===== config.mk =====
export PLATFORM = sky130hd
export DESIGN_NAME = t_counter_ctrl_flat
export DESIGN_NICKNAME = d
export VERILOG_FILES = /design/src/rtl/t_counter_pkg.sv /design/src/rtl/t_counter_ctrl_if.sv /design/src/rtl/t_counter_ctrl_t_ff_cell.sv /design/src/rtl/t_counter_ctrl.sv /design/src/flat_wrapper.sv
export SDC_FILE = /design/constraint.sdc
export NUM_CORES = 1
export LEC_CHECK = 0
export CAP_MARGIN = 20
export CORE_MARGIN = 3
export CORE_UTILIZATION = 45
export DETAILED_ROUTE_END_ITERATION = 10
export PLACE_DENSITY = 0.71
export SLEW_MARGIN = 20
export SYNTH_ARGS = -nofsm -noshare
export SYNTH_HDL_FRONTEND = slang
export SYNTH_HIERARCHICAL = 1
export SYNTH_SLANG_ARGS = --single-unit
export TNS_END_PERCENT = 30

===== constraint.sdc =====
create_clock -name Clk -period 3.03 [get_ports Clk]
set_input_delay 0.606 -clock Clk [delete_from_list [all_inputs] [get_ports Clk]]
set_output_delay 0.606 -clock Clk [all_outputs]
set_load 0.02 [all_outputs]

===== src/rtl/t_counter_pkg.sv =====
// rtl/t_counter_pkg.sv - shared state encodings and direction constants for the toggle counter controller
package t_counter_pkg;

   typedef logic [1:0] state_t;

   localparam state_t IDLE = 2'd0;
   localparam state_t RUN  = 2'd1;
   localparam state_t HOLD = 2'd2;

   localparam logic DIR_UP   = 1'b0;
   localparam logic DIR_DOWN = 1'b1;

endpackage


===== src/rtl/t_counter_ctrl_if.sv =====
// rtl/t_counter_ctrl_if.sv - command and status bundle between control logic and the counter controller
interface t_counter_ctrl_if #(
   parameter int WIDTH = 3
);
   logic             start;
   logic             stop;
   logic             pause;
   logic             dir;
   logic             periodic;
   logic [WIDTH-1:0] limit;
   logic             load_en;
   logic [WIDTH-1:0] load_val;
   logic [WIDTH-1:0] count;
   logic             busy;
   logic             tc;
   logic             wrap;
   logic             done;
   logic             aborted;

   modport master (
      output start, stop, pause, dir, periodic, limit, load_en, load_val,
      input  count, busy, tc, wrap, done, aborted
   );

   modport slave (
      input  start, stop, pause, dir, periodic, limit, load_en, load_val,
      output count, busy, tc, wrap, done, aborted
   );
endinterface


===== src/rtl/t_counter_ctrl_t_ff_cell.sv =====
// rtl/t_counter_ctrl_t_ff_cell.sv - single toggle flip-flop cell, the only storage for a count bit
module t_ff_cell (
   input  logic Clk,
   input  logic rst,
   input  logic T,
   output logic Q
);

   always_ff @(posedge Clk or negedge rst) begin
      if (!rst) begin
         Q <= 1'b0;
      end else if (T) begin
         Q <= ~Q;
      end
   end

endmodule


===== src/rtl/t_counter_ctrl.sv =====
// rtl/t_counter_ctrl.sv - run/hold/idle sequencer driving a toggle-cell counter with terminal-count detection
module t_counter_ctrl #(
   parameter int WIDTH = 3
) (
   input  logic             Clk,
   input  logic             rst,
   t_counter_ctrl_if.slave  bus
);
   import t_counter_pkg::*;

   localparam logic [WIDTH-1:0] ONE  = WIDTH'(1);
   localparam logic [WIDTH-1:0] ZERO = '0;

   state_t           state_q, state_d;
   logic             dir_q, per_q;
   logic [WIDTH-1:0] lim_q;
   logic             wrap_q, wrap_d;
   logic             done_q, done_d;
   logic             aborted_q, aborted_d;
   logic             capture;
   logic [WIDTH-1:0] count, nxt, tgl;
   logic [WIDTH-1:0] start_val, end_val;
   logic             tc;

   assign start_val = (dir_q == DIR_DOWN) ? lim_q : ZERO;
   assign end_val   = (dir_q == DIR_DOWN) ? ZERO  : lim_q;
   assign tc        = (state_q == RUN) && (count == end_val);

   always_comb begin
      state_d   = state_q;
      nxt       = count;
      wrap_d    = 1'b0;
      done_d    = 1'b0;
      aborted_d = 1'b0;
      capture   = 1'b0;
      case (state_q)
         IDLE: begin
            if (bus.start) begin
               capture = 1'b1;
               nxt     = (bus.dir == DIR_DOWN) ? bus.limit : ZERO;
               state_d = RUN;
            end else if (bus.load_en) begin
               nxt = bus.load_val;
            end
         end
         RUN: begin
            if (bus.stop) begin
               state_d   = IDLE;
               aborted_d = 1'b1;
            end else if (tc) begin
               if (per_q) begin
                  nxt    = start_val;
                  wrap_d = 1'b1;
               end else begin
                  state_d = IDLE;
                  done_d  = 1'b1;
               end
            end else if (bus.pause) begin
               state_d = HOLD;
            end else begin
               nxt = (dir_q == DIR_DOWN) ? count - ONE : count + ONE;
            end
         end
         HOLD: begin
            // Leaving HOLD deliberately takes no step on the resume edge.
            if (bus.stop) begin
               state_d   = IDLE;
               aborted_d = 1'b1;
            end else if (!bus.pause) begin
               state_d = RUN;
            end
         end
         default: state_d = IDLE;
      endcase
   end

   // Bits change only where the next value differs, via their toggle cells.
   assign tgl = count ^ nxt;

   for (genvar i = 0; i < WIDTH; i++) begin : g_cell
      t_ff_cell u_cell (
         .Clk (Clk),
         .rst (rst),
         .T   (tgl[i]),
         .Q   (count[i])
      );
   end

   always_ff @(posedge Clk or negedge rst) begin
      if (!rst) begin
         state_q   <= IDLE;
         dir_q     <= 1'b0;
         per_q     <= 1'b0;
         lim_q     <= '0;
         wrap_q    <= 1'b0;
         done_q    <= 1'b0;
         aborted_q <= 1'b0;
      end else begin
         state_q   <= state_d;
         wrap_q    <= wrap_d;
         done_q    <= done_d;
         aborted_q <= aborted_d;
         if (capture) begin
            dir_q <= bus.dir;
            per_q <= bus.periodic;
            lim_q <= bus.limit;
         end
      end
   end

   assign bus.count   = count;
   assign bus.busy    = (state_q == RUN) || (state_q == HOLD);
   assign bus.tc      = tc;
   assign bus.wrap    = wrap_q;
   assign bus.done    = done_q;
   assign bus.aborted = aborted_q;

endmodule


===== src/flat_wrapper.sv =====
// flat-port wrapper written by rule: the top's interface ports become plain ports
module t_counter_ctrl_flat import t_counter_pkg::*;
#(
   parameter int WIDTH = 3
)
  (Clk, rst, bus_start, bus_stop, bus_pause, bus_dir, bus_periodic, bus_limit, bus_load_en, bus_load_val, bus_count, bus_busy, bus_tc, bus_wrap, bus_done, bus_aborted);
  t_counter_ctrl_if #(.WIDTH(WIDTH)) bus_i ();
  input  logic Clk;
  input  logic rst;
  input wire logic [$bits(bus_i.start)-1:0] bus_start;
  input wire logic [$bits(bus_i.stop)-1:0] bus_stop;
  input wire logic [$bits(bus_i.pause)-1:0] bus_pause;
  input wire logic [$bits(bus_i.dir)-1:0] bus_dir;
  input wire logic [$bits(bus_i.periodic)-1:0] bus_periodic;
  input wire logic [$bits(bus_i.limit)-1:0] bus_limit;
  input wire logic [$bits(bus_i.load_en)-1:0] bus_load_en;
  input wire logic [$bits(bus_i.load_val)-1:0] bus_load_val;
  output wire logic [$bits(bus_i.count)-1:0] bus_count;
  output wire logic [$bits(bus_i.busy)-1:0] bus_busy;
  output wire logic [$bits(bus_i.tc)-1:0] bus_tc;
  output wire logic [$bits(bus_i.wrap)-1:0] bus_wrap;
  output wire logic [$bits(bus_i.done)-1:0] bus_done;
  output wire logic [$bits(bus_i.aborted)-1:0] bus_aborted;
  assign bus_i.start = bus_start;
  assign bus_i.stop = bus_stop;
  assign bus_i.pause = bus_pause;
  assign bus_i.dir = bus_dir;
  assign bus_i.periodic = bus_periodic;
  assign bus_i.limit = bus_limit;
  assign bus_i.load_en = bus_load_en;
  assign bus_i.load_val = bus_load_val;
  assign bus_count = bus_i.count;
  assign bus_busy = bus_i.busy;
  assign bus_tc = bus_i.tc;
  assign bus_wrap = bus_i.wrap;
  assign bus_done = bus_i.done;
  assign bus_aborted = bus_i.aborted;
  t_counter_ctrl #(.WIDTH(WIDTH)) u_core (.Clk(Clk), .rst(rst), .bus(bus_i));
endmodule

Fig. 1: run 1, signal wires on met1
Scale: 8 px per um. Supply wires on this layer in gray. Cells faint in the background.
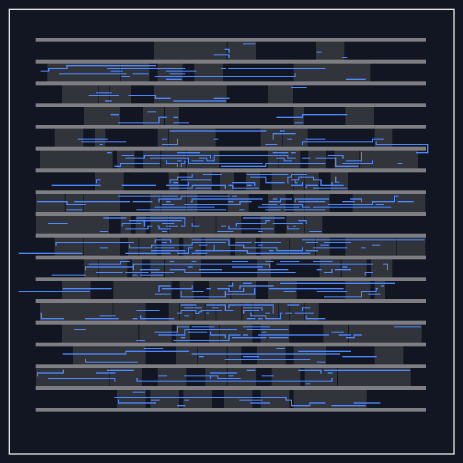
share of all routed wire = 44%
main direction = horizontal
nets with wire on the layer = 139
wire length on this layer = 1,140 um

Fig. 2: run 1, routing congestion
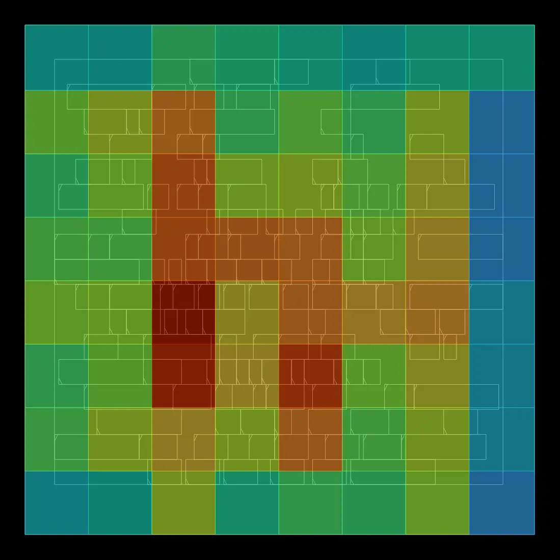
GR Layer Usage met1: 0.228
GRT Overall Usage: 0.177

Fig. 3: run 1, signal wires on met3
Scale: 10 px per um. Cells faint in the background.
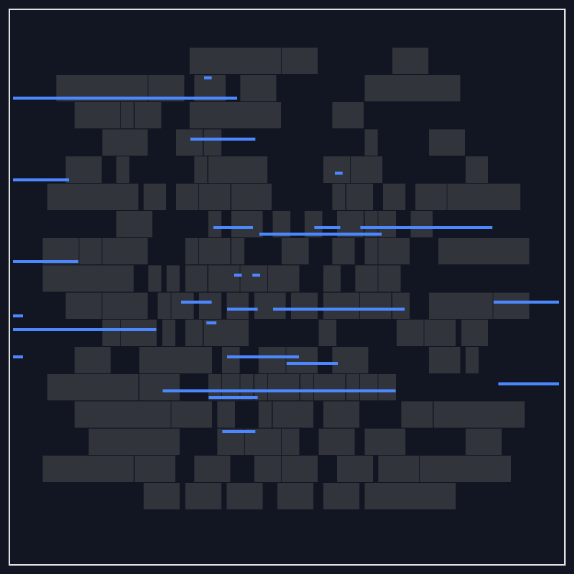
longest straight run = 23.0 um
main direction = horizontal
share of all routed wire = 6.2%
via count: 976
final WL: 2.61 mm
met3 usage: 0.0327

Fig. 4: run 1, met2 routing
Scale: 8 px per um.
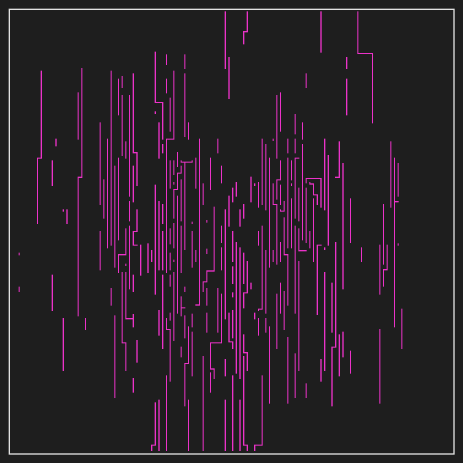
longest straight run = 21.8 um
wire length on this layer = 1,210 um
nets with wire on the layer = 133
main direction = vertical
share of all routed wire = 46%
GRT met2 Usage: 0.274

==> out/results.ini, run 1 <==
[final_timing]
min_period_ps = 2850
final-hold-violation-count = 0
relSlewSlack = 0.599
setup_violations = 0
fin_worst_skew_ps = 2.59
max_freq_mhz = 350
worst_pin_slew_ps = 600
setup_tns_ps = 0
finalCritPeriodShare = 0.942
rsz0062_at_grt = false

[detailed_routing]
drt-pass1-iter-count = 4
drt_iter0_markers = 55
postRouteAntennaNets = 0
vias_per_cell = 5.95
drc = 0
wire_per_inst_um = 15.9

[synthesis]
yosys_warnings = 6
top_cells_by_count = dfrtp_1 (13), inv_1 (7), nor2_1 (7), mux2_2 (6), nand2_1 (6)
ys_sh_mux = 0.107
ys_top_logic_family = AND-OR/OR-AND gates
simple_gate_share = 0.182
post_synth_num_cell_types = 42
synthesis.nets = 133
synth.top_cell.area_share = 0.296
area_leaders = dfrtp_1 (30%), mux2_2 (6.2%), ha_1 (4.6%)
compound_area_frac = 0.254
top_area_cell = dfrtp_1
postSynth.asyncResetShare = 1.00
ys_sh_xor = 0.0558
synth-seq-cells = 13
avgSynthCellArea_um2 = 9.64
syn_area_um2 = 1100
synthFlopType = dfrtp_1
ys_seq_share = 0.296
ys_cells = 114
edf_count = 0
yosys_area_um2 = 1100

[final_layout]
nonClkBufAreaFrac = 0.155
fin_util = 0.600
fill_cells = 215
clock_area_frac = 0.0194
largest_class = logic gates
comb_share = 0.538
antenna_cells = 0
lay_top_count = clkdlybuf4s50_1
final_nets = 156
nNonClkBuffers = 21
syn_to_final_growth_pct = 23.2
final_cell_mix = clkdlybuf4s50_1 (21), dfrtp_1 (11), inv_1 (7), nor2_1 (7)
comb_cells = 91
drive_gt1_frac = 0.125
stdcell_count = 164
nClkBuffers = 4
logic_area_um2 = 728
sh_seq_area = 0.242
fin_area_um2 = 1350
seq_cells = 13
ff_latch_area_um2 = 328

[power_and_ir_drop]
pg_clk_mw = 0.109
leakagePower_nw = 0.564
pwr_density_cell_nw_per_um2 = 1030
pg_comb_mw = 0.882
largestPowerGroup = combinational logic
swShare = 0.476
p_int_mw = 0.728
finalPower_mw = 1.39
vdd_ir_drop_max_mv = 0.641
p_sw_mw = 0.663
seqPwrFrac = 0.288

[clocking]
cts_inserted_buffers = 3
cts_max_level = 1
cts_setup_buffers = 0

[floorplanning]
n_tap_cell = 28
ios = 22
die_h_um = 55.4
rows = 17
initCoreUtil = 0.487
chip_area_um2 = 3070
coreArea_um2 = 2250

[worst_setup_path]
worst-setup-path-type = flop to primary output
r2r-end = u_core/g_cell[1].u_cell/Q
path_max_fanout = 10
crit_required_ps = 2420
endpoint_kind = primary output
worstSetupStartpoint = u_core/g_cell[0].u_cell/Q
worst-r2r-cell-count = 7
crit_end = bus_tc
cp.arrival_ps = 2250
reg2reg_from = u_core/g_cell[0].u_cell/Q
worst_setup_path_start_kind = flop
r2r_setup_slack_ps = 580

[hold_path]
whs_endpoint = u_core/lim_q[2]
hold_class = flop to flop
whs_path_depth = 1

[placed_design]
placed_area_um2 = 1330
port-buffer-count = 21
post-place-ws_ps = 405
dp_hpwl_mm = 2.00
dpl.cell_count = 160
gp_congestion = 0.895

[grt]
grt_start_max_net_pins = 14
grt_pass1_wl_mm = 4.28
gr-max-usage-layer = met2
overflow = 0
grt_pass1_vias = 930
antenna_found_initial = 0

[flow_run]
tool_warnings = 29
drv_cap = 0

[run_status]
status = complete, no violations

run 1: flip-flops by register name, indices dropped and copies added (netlist names):
register                flops
u_core/g_cell.u_cell/Q      3
u_core/dir_q                1
u_core/per_q                1
u_core/bus.done             1
u_core/bus.aborted          1
u_core/lim_q                3
u_core/bus.wrap             1
u_core/state_q              2
run 1: routing by layer:
layer	vias to the layer above	wire length (um)
met1	461	1140
met5	-	0
met3	9	160
met4	0	90
li1	471	-
met2	35	1210
run 1: critical path, stage by stage, from the launching register on:
cell,delay (ps)
dfrtp_1,540
nor4bb_4,380
a22o_4,200
o21ai_2,110
nor2_1,120
clkdlybuf4s50_1,610
## Run 2: what changed since run 1
--- a/config.mk
+++ b/config.mk
@@ -5,12 +5,12 @@
 export SDC_FILE = /design/constraint.sdc
 export NUM_CORES = 1
 export LEC_CHECK = 0
+export ABC_CLOCK_PERIOD_IN_PS = 3030
 export CAP_MARGIN = 20
 export CORE_MARGIN = 3
 export CORE_UTILIZATION = 45
 export DETAILED_ROUTE_END_ITERATION = 10
 export PLACE_DENSITY = 0.71
-export SLEW_MARGIN = 20
 export SYNTH_ARGS = -nofsm -noshare
 export SYNTH_HDL_FRONTEND = slang
 export SYNTH_HIERARCHICAL = 1
Fig. 5: run 2, signal wires on met1
Scale: 8 px per um. Supply wires on this layer in gray. Cells faint in the background.
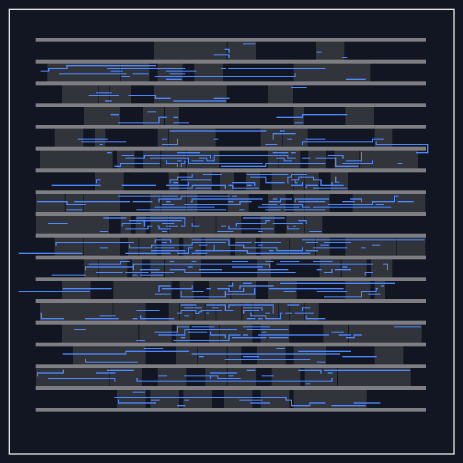
longest straight run = 24.4 um
nets with wire on the layer = 139
wire length on this layer = 1,140 um
share of all routed wire = 44%
main direction = horizontal

==> run 2 against run 1 <==
First-iteration DRC count unchanged. Non-clock buffer count unchanged. Register-to-register slack about the same. Utilization unchanged. Via count unchanged. Sequential share of layout area unchanged. Final cell count unchanged. Critical endpoint unchanged. Clock power about the same. Die area unchanged. Hold slack unchanged. Final area unchanged.
==> out/results.ini, run 2 <==
[floorplanning]
die_h_um = 55.4
coreArea_um2 = 2250
initCoreUtil = 0.487
chip_area_um2 = 3070
ios = 22
n_tap_cell = 28
die_x_um = 55.4
rows = 17

[worst_setup_path]
critPathBufInv = 1
cp_cell_sequence = nor4bb_4 -> a22o_4 -> o21ai_2 -> nor2_1 -> clkdlybuf4s50_1
worst_setup_path_start_kind = flop
endpoint_kind = primary output
cp.arrival_ps = 2250
critPathTopFamily = buffers and inverters
worst-setup-path-type = flop to primary output
path_max_fanout = 10
max_stage_delay_ps = 610
crit_required_ps = 2420
slowest_stage = clkdlybuf4s50_1

[final_layout]
seq_cells = 13
final_cell_mix = clkdlybuf4s50_1 (21), dfrtp_1 (11), inv_1 (7), nor2_1 (7)
antenna_cells = 0
ff_latch_area_um2 = 328
comb_cells = 91
stdcell_count = 164
nonClkBufAreaFrac = 0.155
nClkBuffers = 4
logic_area_um2 = 728
largest_class = logic gates
sh_seq_area = 0.242
clock_area_frac = 0.0194
fin_util = 0.600
drive_gt1_frac = 0.125
lay_top_count = clkdlybuf4s50_1
comb_share = 0.538
syn_to_final_growth_pct = 23.2
fill_cells = 215
reg_top3 = u_core/g_cell.u_cell/Q (3), u_core/lim_q (3), u_core/state_q (2)
nNonClkBuffers = 21
final_nets = 156
fin_area_um2 = 1350

[placed_design]
gp_congestion = 0.895
dpl.cell_count = 160
dp_hpwl_mm = 2.00
post-place-ws_ps = 405
placed_area_um2 = 1330
port-buffer-count = 21

[synthesis]
ys_sh_mux = 0.107
synthesis.nets = 133
ys_cells = 114
ys_top_logic_family = AND-OR/OR-AND gates
post_synth_num_cell_types = 42
simple_gate_share = 0.182
syn_area_um2 = 1100
postSynth.asyncResetShare = 1.00
ys_sh_xor = 0.0558
edf_count = 0
avgSynthCellArea_um2 = 9.64
ys_seq_share = 0.296
yosys_warnings = 6
synth-seq-cells = 13
top_cells_by_count = dfrtp_1 (13), inv_1 (7), nor2_1 (7), mux2_2 (6), nand2_1 (6)
compound_area_frac = 0.254
area_leaders = dfrtp_1 (30%), mux2_2 (6.2%), ha_1 (4.6%)
top_area_cell = dfrtp_1
synthAdderAreaFrac = 0.0638
synthFlopType = dfrtp_1
yosys_area_um2 = 1100
synth.top_cell.area_share = 0.296

[power_and_ir_drop]
pg_clk_mw = 0.109
largestPowerGroup = combinational logic
vdd_ir_drop_max_mv = 0.641
seqPwrFrac = 0.288
p_int_mw = 0.728
swShare = 0.476
pwr_density_cell_nw_per_um2 = 1030
leakagePower_nw = 0.564
finalPower_mw = 1.39
pg_comb_mw = 0.882
p_sw_mw = 0.663

[final_timing]
setup_tns_ps = 0
finalCritPeriodShare = 0.942
rsz0062_at_grt = false
setup_violations = 0
fin_worst_skew_ps = 2.59
worst_pin_slew_ps = 600
final-hold-violation-count = 0
max_freq_mhz = 350
relSlewSlack = 0.599
min_period_ps = 2850
maxSlewViolCount = 0

[detailed_routing]
postRouteWirelength_mm = 2.61
drt_iter0_markers = 55
wl_met3_um = 160
wire_per_inst_um = 15.9
vias_per_cell = 5.95
topRoutingLayerUsed = met4
postRouteAntennaNets = 0
vias = 976
dr_wl_met2_mm = 1.21
wl_met1_mm = 1.14
drc = 0
drt-pass1-iter-count = 4

[grt]
gr-max-usage-layer = met2
met1_usage = 0.228
grt_pass1_wl_mm = 4.28
grt_usage = 0.177
antenna_found_initial = 0
grt_pass1_vias = 930
grt_start_max_net_pins = 14
met3_usage = 0.0327
overflow = 0
grtUsageMet2 = 0.274

[clocking]
cts_inserted_buffers = 3
cts_max_level = 1
cts_setup_buffers = 0
cts_sinks = 13

[flow_run]
tool_warnings = 29
drv_cap = 0

[run_status]
status = complete, no violations

[hold_path]
hold_class = flop to flop

Fig. 6: run 2, clock network drawn from the DEF
Scale: 4 px per um.
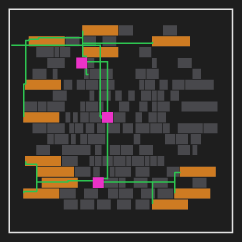
flip-flops -> orange  # count 13
clock wires -> green  # length 207 um
clock-net drivers -> magenta  # count 3
routed clock nets = 4

run 2: final timing paths:
path,from,to,slack [ps],cells past startpoint
worst min register to register,u_core/lim_q[2],u_core/lim_q[2],550,1
worst max-delay path,u_core/g_cell[0].u_cell/Q,bus_tc,180,5
min in group asynchronous,rst,u_core/g_cell[1].u_cell/Q,700,1
worst min-delay path,u_core/lim_q[2],u_core/lim_q[2],550,1
worst max register to register,u_core/g_cell[0].u_cell/Q,u_core/g_cell[1].u_cell/Q,580,7
max in group asynchronous,rst,u_core/dir_q,1900,1
run 2: repair_timing:
| item | in CTS | in global routing |
|---|---|---|
| hold buffers | 0 | 0 |
| resized | 0 | 2 |
| setup endpoints to repair | 0 | 1 |
## Run 3: what changed since run 2
--- a/config.mk
+++ b/config.mk
@@ -7,10 +7,10 @@
 export LEC_CHECK = 0
 export ABC_CLOCK_PERIOD_IN_PS = 3030
 export CAP_MARGIN = 20
+export CORE_ASPECT_RATIO = 0.5
 export CORE_MARGIN = 3
-export CORE_UTILIZATION = 45
+export CORE_UTILIZATION = 40
 export DETAILED_ROUTE_END_ITERATION = 10
-export PLACE_DENSITY = 0.71
 export SYNTH_ARGS = -nofsm -noshare
 export SYNTH_HDL_FRONTEND = slang
 export SYNTH_HIERARCHICAL = 1
==> constraint.sdc (replaced) <==
create_clock -name Clk -period 3.03 [get_ports Clk]
set_input_delay 0.606 -clock Clk [delete_from_list [all_inputs] [get_ports Clk]]
set_output_delay 0.606 -clock Clk [all_outputs]
set_load 0.01 [all_outputs]
Fig. 7: run 3, routing congestion
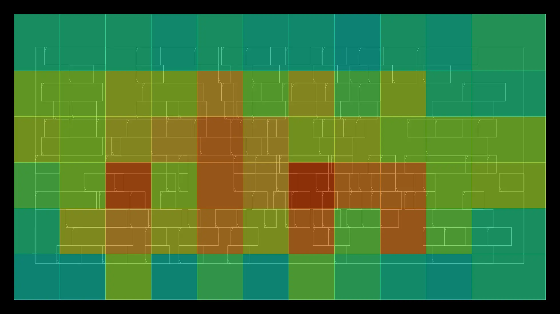
routed length per placed instance: 16.4 um
final core occ: 0.574
met3 usage: 0.0763

==> run 3 against run 2 <==
Sequential share of layout area decreased by 0.64 points. Hold slack got worse by 14 ps. Maximum frequency rose by 0.40%. Final area increased by 1.9%. Clock skew is 1.0 ps higher. Setup slack improved by 11 ps. Critical endpoint unchanged. Largest power group unchanged.
==> out/results.ini, run 3 <==
[grt]
antenna_found_initial = 0
overflow = 0
grt_start_max_net_pins = 14
grt_pass1_wl_mm = 4.89

[final_layout]
final_nets = 156
fin_area_um2 = 1380
syn_to_final_growth_pct = 25.6
logic_area_um2 = 728
reg_top3 = u_core/g_cell.u_cell/Q (3), u_core/lim_q (3), u_core/state_q (2)
drive_gt1_frac = 0.118
final_cell_mix = clkdlybuf4s50_1 (21), dfrtp_1 (13), inv_1 (7), nor2_1 (7)
lay_top_count = clkdlybuf4s50_1
comb_share = 0.528
nClkBuffers = 3
ff_latch_area_um2 = 325
sh_seq_area = 0.236
antenna_cells = 0
stdcell_count = 171
largest_class = logic gates
clock_area_frac = 0.0335
seq_cells = 13
nNonClkBuffers = 21
fill_cells = 235

[worst_setup_path]
max_stage_delay_ps = 590
cp_cell_sequence = nor4bb_4 -> a22o_4 -> o21ai_2 -> nor2_1 -> clkdlybuf4s50_1
worst-r2r-cell-count = 7
critPathTopFamily = flip-flops
crit_required_ps = 2420
cp.arrival_ps = 2240
r2r_setup_slack_ps = 580
path_depth = 5
slowest_stage = dfrtp_1
reg2reg_from = u_core/g_cell[1].u_cell/Q
crit_end = bus_tc
path_max_fanout = 11

[hold_path]
whs_path_depth = 1
hold_class = flop to flop
min_from = u_core/lim_q[2]

[synthesis]
ys_top_logic_family = AND-OR/OR-AND gates
synthAdderAreaFrac = 0.0638
ys_sh_mux = 0.107
simple_gate_share = 0.182
ys_seq_share = 0.296
yosys_area_um2 = 1100
synth-seq-cells = 13
syn_area_um2 = 1100
ys_sh_xor = 0.0558
yosys_warnings = 6
ys_cells = 114
area_leaders = dfrtp_1 (30%), mux2_2 (6.2%), ha_1 (4.6%)
post_synth_num_cell_types = 42
edf_count = 0
postSynth.asyncResetShare = 1.00
synthesis.nets = 133
compound_area_frac = 0.254

[detailed_routing]
vias_per_cell = 5.73
vias = 979
postRouteAntennaNets = 0
drt_iter0_markers = 77
postRouteWirelength_mm = 2.81
drt-pass1-iter-count = 4

[power_and_ir_drop]
vdd_ir_drop_max_mv = 0.579
pwr_density_cell_nw_per_um2 = 1040
leakagePower_nw = 0.576

[clocking]
cts_setup_buffers = 0
cts_sinks = 13
cts_inserted_buffers = 3
cts_resized = 0
cts_max_level = 1
holdBufCountCts = 0

[run_status]
status = complete, no violations

[floorplanning]
chip_area_um2 = 3450
coreArea_um2 = 2400
die_x_um = 80.1
die_h_um = 43.1
initCoreUtil = 0.457

[final_timing]
rsz0062_at_grt = false
relSlewSlack = 0.590
setup_violations = 0
max_freq_mhz = 352
final-hold-violation-count = 0
fin_worst_skew_ps = 3.62
worst_pin_slew_ps = 614
min_period_ps = 2840
setup_tns_ps = 0

[placed_design]
dpl.cell_count = 167
port-buffer-count = 21
post-place-ws_ps = 429
dp_hpwl_mm = 2.21
placed_area_um2 = 1330

[flow_run]
drv_cap = 0
tool_warnings = 29

Fig. 8: run 3, met2 routing
Scale: 8 px per um.
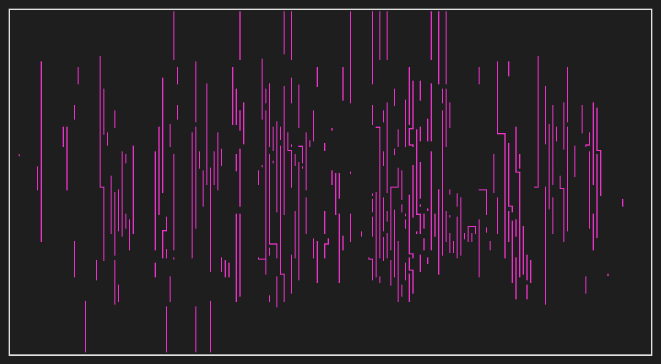
nets with wire on the layer = 134
longest straight run = 22.4 um
wire length on this layer = 1,200 um
share of all routed wire = 43%

==> run 3: cell types whose count changed in the layout (fill, tap and decap cells not counted) <==
cell,delta
clkbuf_8,+3
clkinv_2,+1
clkbuf_4,-3
clkbuf_1,-1
dfrtp_2,-2
dfrtp_1,+2
==> run 3: power breakdown <==
group          switching [mW]  internal (mW)  leakage, nW
clock                  0.0680         0.0910       0.0255
combinational           0.447          0.423        0.391
sequential              0.150          0.250        0.160
total                   0.666          0.765        0.576
==> run 3: layer usage <==
metal,wire (um),GRT usage,vias to the layer above
li1,-,-,466
met1,1360,0.264,468
met2,1200,0.275,42
met3,229,0.0763,3
met4,16,0.0303,0
met5,0,0,-
Power figures rest on the tool's default switching activity, not on a simulated workload.
